`src/rtl/scmp_bus_pak.sv`:
```
// scmp_bus_pak: shared state encoding, status flag bit positions and counter widths for the SC/MP bus arbiter.
package scmp_bus_pak;
  typedef enum logic [2:0] {S_IDLE, S_REQ, S_ADDR, S_STRB, S_DONE} state_t;
  localparam int FLAG_R = 0;
  localparam int FLAG_I = 1;
  localparam int FLAG_D = 2;
  localparam int FLAG_H = 3;
  localparam int STB_W  = 4;
  localparam int WAIT_W = 8;
  function automatic logic [7:0] addr_phase_data(input logic [3:0] flags, input logic [3:0] page);
    return {flags[FLAG_H], flags[FLAG_D], flags[FLAG_I], flags[FLAG_R], page};
  endfunction
endpackage

```
`src/rtl/scmp_bus_timer.sv`:
```
// scmp_bus_timer: loadable saturating up/down counter shared by the strobe-width and wait-timeout counts.
module scmp_bus_timer #(
  parameter int W = 4
) (
  input  logic         clk,
  input  logic         rst,
  input  logic         load,
  input  logic         en,
  input  logic         up,
  input  logic [W-1:0] load_val,
  output logic [W-1:0] cnt_o
);
  logic [W-1:0] cnt_q, cnt_d;
  always_comb
    cnt_d = load ? load_val
          : !en  ? cnt_q
          : up   ? (&cnt_q ? cnt_q : cnt_q + 1'b1)
          :        (|cnt_q ? cnt_q - 1'b1 : cnt_q);
  always_ff @(posedge clk or posedge rst)
    if (rst) cnt_q <= '0;
    else     cnt_q <= cnt_d;
  assign cnt_o = cnt_q;
endmodule

```
`src/rtl/scmp_bus_arb.sv`:
```
// scmp_bus_arb: SC/MP-style daisy-chained bus master sequencing IDLE/REQ/ADDR/STRB/DONE bus cycles.
// Optional NHOLD wait timeout with err_o is enabled by defining SCMP_BUS_TIMEOUT_EN.
module scmp_bus_arb
  import scmp_bus_pak::*;
#(
  parameter int unsigned STROBE_MIN = 2,
  parameter int unsigned TIMEOUT    = 255
) (
  input  logic        clk,
  input  logic        rst,
  input  logic        req_i,
  input  logic        req_wr_i,
  input  logic [15:0] req_addr_i,
  input  logic [3:0]  req_flags_i,
  input  logic [7:0]  req_wdata_i,
  output logic        ack_o,
  output logic [7:0]  rdata_o,
  output logic        breq_o,
  input  logic        enin_i,
  output logic        enout_o,
  output logic [11:0] addr_o,
  input  logic [7:0]  d_i,
  output logic [7:0]  d_o,
  output logic        d_oe_o,
  output logic        ads_n_o,
  output logic        rd_n_o,
  output logic        wr_n_o,
  input  logic        nhold_i
`ifdef SCMP_BUS_TIMEOUT_EN
  ,
  output logic        err_o
`endif
);
  if (STROBE_MIN < 1 || STROBE_MIN > 15) begin : g_bad_strobe_min
    $error("scmp_bus_arb: STROBE_MIN must be 1..15");
  end
  if (TIMEOUT < 1 || TIMEOUT > 255) begin : g_bad_timeout
    $error("scmp_bus_arb: TIMEOUT must be 1..255");
  end

  state_t      state_q, state_d;
  logic        breq_q, breq_d, ads_n_q, ads_n_d, rd_n_q, rd_n_d, wr_n_q, wr_n_d;
  logic        ack_q, ack_d, doe_q, doe_d, wr_q, wr_d;
  logic [11:0] addr_q, addr_d;
  logic [7:0]  dout_q, dout_d, rdata_q, rdata_d, wdata_q, wdata_d;
  logic [STB_W-1:0] stb_cnt;
  logic        grant, stb_min_met, stb_ok, to_hit;

  scmp_bus_timer #(.W(STB_W)) u_stb (
    .clk(clk), .rst(rst), .load(state_q == S_ADDR), .en(state_q == S_STRB), .up(1'b1),
    .load_val(STB_W'(1)), .cnt_o(stb_cnt)
  );

  assign stb_min_met = stb_cnt >= STB_W'(STROBE_MIN);
  assign stb_ok      = stb_min_met && nhold_i;

`ifdef SCMP_BUS_TIMEOUT_EN
  logic [WAIT_W-1:0] wt_cnt;
  logic              err_q, err_d;
  scmp_bus_timer #(.W(WAIT_W)) u_wait (
    .clk(clk), .rst(rst), .load(state_q == S_ADDR),
    .en(state_q == S_STRB && stb_min_met && !nhold_i), .up(1'b1),
    .load_val('0), .cnt_o(wt_cnt)
  );
  // a normal completion on the same edge wins over the timeout
  assign to_hit = wt_cnt >= WAIT_W'(TIMEOUT) && !stb_ok;
  assign err_d  = state_q == S_STRB && to_hit;
  assign err_o  = err_q;
`else
  assign to_hit = 1'b0;
`endif

  assign grant = enin_i && (state_q == S_REQ || (state_q == S_DONE && req_i));

  always_comb begin
    state_d = state_q;
    breq_d  = breq_q;
    ads_n_d = 1'b1;
    rd_n_d  = rd_n_q;
    wr_n_d  = wr_n_q;
    ack_d   = 1'b0;
    doe_d   = doe_q;
    addr_d  = addr_q;
    dout_d  = dout_q;
    rdata_d = rdata_q;
    wr_d    = wr_q;
    wdata_d = wdata_q;
    case (state_q)
      S_IDLE: if (req_i) begin
        state_d = S_REQ;
        breq_d  = 1'b1;
      end
      S_ADDR: begin
        state_d = S_STRB;
        rd_n_d  = wr_q;
        wr_n_d  = !wr_q;
        doe_d   = wr_q;
        dout_d  = wr_q ? wdata_q : dout_q;
      end
      S_STRB: if (stb_ok || to_hit) begin
        state_d = S_DONE;
        rd_n_d  = 1'b1;
        wr_n_d  = 1'b1;
        ack_d   = 1'b1;
        rdata_d = wr_q ? rdata_q : to_hit ? 8'hFF : d_i;
      end
      S_DONE: begin
        state_d = S_IDLE;
        breq_d  = 1'b0;
        doe_d   = 1'b0;
      end
      default: ;
    endcase
    if (grant) begin
      state_d = S_ADDR;
      breq_d  = 1'b1;
      ads_n_d = 1'b0;
      doe_d   = 1'b1;
      addr_d  = req_addr_i[11:0];
      dout_d  = addr_phase_data(req_flags_i, req_addr_i[15:12]);
      wr_d    = req_wr_i;
      wdata_d = req_wdata_i;
    end
  end

  always_ff @(posedge clk or posedge rst)
    if (rst) begin
      state_q <= S_IDLE;
      breq_q  <= 1'b0;
      ads_n_q <= 1'b1;
      rd_n_q  <= 1'b1;
      wr_n_q  <= 1'b1;
      ack_q   <= 1'b0;
      doe_q   <= 1'b0;
      addr_q  <= '0;
      dout_q  <= '0;
      rdata_q <= '0;
      wr_q    <= 1'b0;
      wdata_q <= '0;
`ifdef SCMP_BUS_TIMEOUT_EN
      err_q   <= 1'b0;
`endif
    end else begin
      state_q <= state_d;
      breq_q  <= breq_d;
      ads_n_q <= ads_n_d;
      rd_n_q  <= rd_n_d;
      wr_n_q  <= wr_n_d;
      ack_q   <= ack_d;
      doe_q   <= doe_d;
      addr_q  <= addr_d;
      dout_q  <= dout_d;
      rdata_q <= rdata_d;
      wr_q    <= wr_d;
      wdata_q <= wdata_d;
`ifdef SCMP_BUS_TIMEOUT_EN
      err_q   <= err_d;
`endif
    end

  assign enout_o = enin_i && state_q == S_IDLE;
  assign ack_o   = ack_q;
  assign rdata_o = rdata_q;
  assign breq_o  = breq_q;
  assign addr_o  = addr_q;
  assign d_o     = dout_q;
  assign d_oe_o  = doe_q;
  assign ads_n_o = ads_n_q;
  assign rd_n_o  = rd_n_q;
  assign wr_n_o  = wr_n_q;
endmodule

```
`config.mk`:
```
export PLATFORM = sky130hd
export DESIGN_NAME = scmp_bus_arb
export DESIGN_NICKNAME = d
export VERILOG_FILES = /design/src/rtl/scmp_bus_pak.sv /design/src/rtl/scmp_bus_timer.sv /design/src/rtl/scmp_bus_arb.sv
export SDC_FILE = /design/constraint.sdc
export NUM_CORES = 1
export LEC_CHECK = 0
export ABC_AREA = 1
export CAP_MARGIN = 0
export CORE_ASPECT_RATIO = 0.8
export CORE_UTILIZATION = 32
export CTS_BUF_LIST = sky130_fd_sc_hd__clkbuf_4 sky130_fd_sc_hd__clkbuf_8 sky130_fd_sc_hd__clkbuf_16
export CTS_CLUSTER_DIAMETER = 30
export DETAILED_ROUTE_END_ITERATION = 8
export PLACE_DENSITY = 0.57
export REMOVE_ABC_BUFFERS = 1
export SYNTH_ARGS = -nofsm -noshare
export SYNTH_HDL_FRONTEND = slang
export SYNTH_HIERARCHICAL = 1
export SYNTH_SLANG_ARGS = --single-unit
```
`constraint.sdc`:
```
create_clock -name clk -period 2.1 [get_ports clk]
set_input_delay 0.21 -clock clk [delete_from_list [all_inputs] [get_ports clk]]
set_output_delay 0.21 -clock clk [all_outputs]
set_load 0.005 [all_outputs]
```
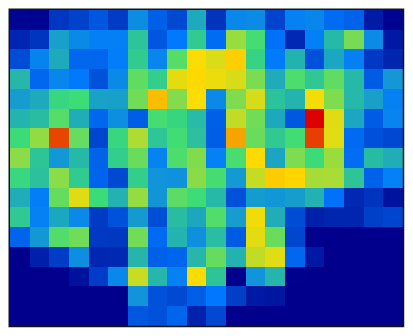
*Signal metal coverage by tile*
Drawn at 4 px/um. The die is cut into 20 by 16 equal tiles; dark blue is low, red is high, scaled to the fullest tile. Values are wire area over tile area, all layers added.
mean over tiles: 0.11
tiles over half the peak: 23%
emptiest ninth of the die: lower right
fullest tile: 0.36
nearly empty tiles: 16%

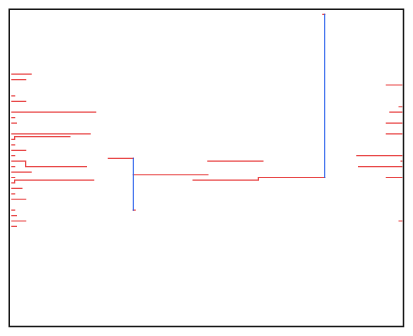
*Routed metal, one colour a layer*
Drawn at 4 px/um. Two of the layers only.
| colour | layer | wire length |
|---|---|---|
| blue | M4 | 53.7 um |
| red | M3 | 250 um |

==> notes.md <==
impl run done, here's what came out: startpoint types flip-flop, Hold/Removal Path Class in2async, dominant cell type by area after synthesis dfrtp_1, Die W 98.16 um, Initial Util 33.69%, total power divided by cell area 538.9 nW/um^2, Clk pin slew, worst setup/hold paths 100 ps, grt ovf 0, Post-CTS Setup Repair Bufs 0, first-pass GRT wire length 9156 um, status finished, final reports clean, CP Class reg2out, # resized after CTS 0, pre-CTS setup slack 351.1 ps, final clock skew 10.63 ps, Ant. Diodes 0, worst hold slack 133.5 ps, via count 1994, WL met1 2840 um, Post-synth seq share 53.01%, Ys Warns 6, Yosys reg bits 50
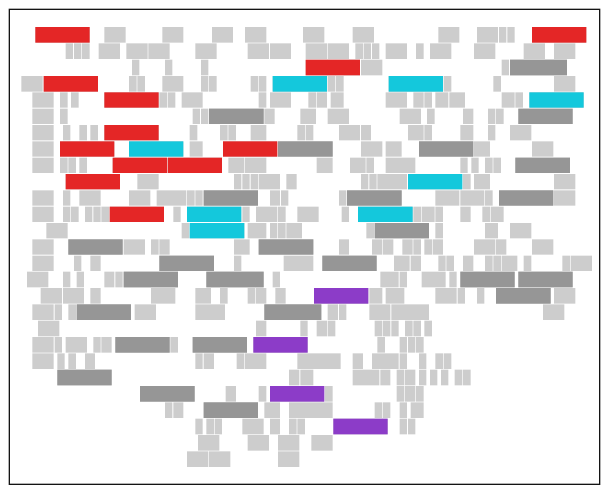
*Register map, names as in the netlist*
Drawn at 6 px/um. Other sequential cells in the stronger grey, the rest of the logic in the fainter grey.
| colour | name in the netlist | flops |
|---|---|---|
| purple | u_stb/cnt_o | 4 |
| cyan | wdata_q | 8 |
| red | addr_o | 12 |
fin util: 47.35%
FF/Latch Area: 1255 um^2

report_power, final:
part / switching [W] / internal [W]
logic: 0.0000765 / 0.000129
registers: 0.0000185 / 0.000992
clock network: 0.000338 / 0.000239
sequential cells by signal, summed over array words and instances, names as in the netlist:
register     count
addr_o          12
d_o              8
rdata_o          8
wdata_q          8
u_stb/cnt_o      4
state_q          3
ack_o            1
ads_n_o          1
breq_o           1
d_oe_o           1
rd_n_o           1
wr_n_o           1
wr_q             1
path summary, 6_finish.rpt:
check                          startpoint        endpoint  slack (ps)  depth (start not counted)
max                            state_q[1]         enout_o         250                          3
min                                   rst  u_stb/cnt_o[2]         130                          2
max reg2reg                    state_q[1]          d_o[7]         400                          9
min reg2reg                    wdata_q[3]      wdata_q[3]         490                          2
max in group asynchronous             rst         ads_n_o        1540                          3
min in group clk           req_addr_i[11]      addr_o[11]         420                          3
critical path: stages (launching register included):
cell,delay (ps)
dfrtp_1,440
nor2_2,220
and3_1,180
clkdlybuf4s50_1,500
cell type report:
type,count,area share [%]
tap,87,3.272
clock inverter,3,0.7146
clock buffer,5,2.068
sequential,50,37.72
multi-input combinational,208,30.16
timing repair buffer,81,24.37
inverter,15,1.692
cell usage in the layout, fill, tap and decap left out, drive strengths merged, types with 5 or more instances in the layout:
cell type,n
dfrtp,47
inv,15
clkbuf,5
nand3,20
nor2,12
o211ai,8
clkdlybuf4s50,76
o21ai,18
conb,7
nand2,130
buf,5
cell usage after synthesis (all sizes together):
cell type,instances
dfstp,3
o21ai,18
a21oi,3
inv,14
nor2,12
ha,2
mux2i,1
a22oi,1
buf,8
a21o,1
nand4,1
nand3,20
clkbuf,2
and3,1
clkinv,1
dfrtp,47
nand2,130
conb,2
o211ai,8
or2,2
fa,1
Power figures rest on the tool's default switching activity, not on a simulated workload.
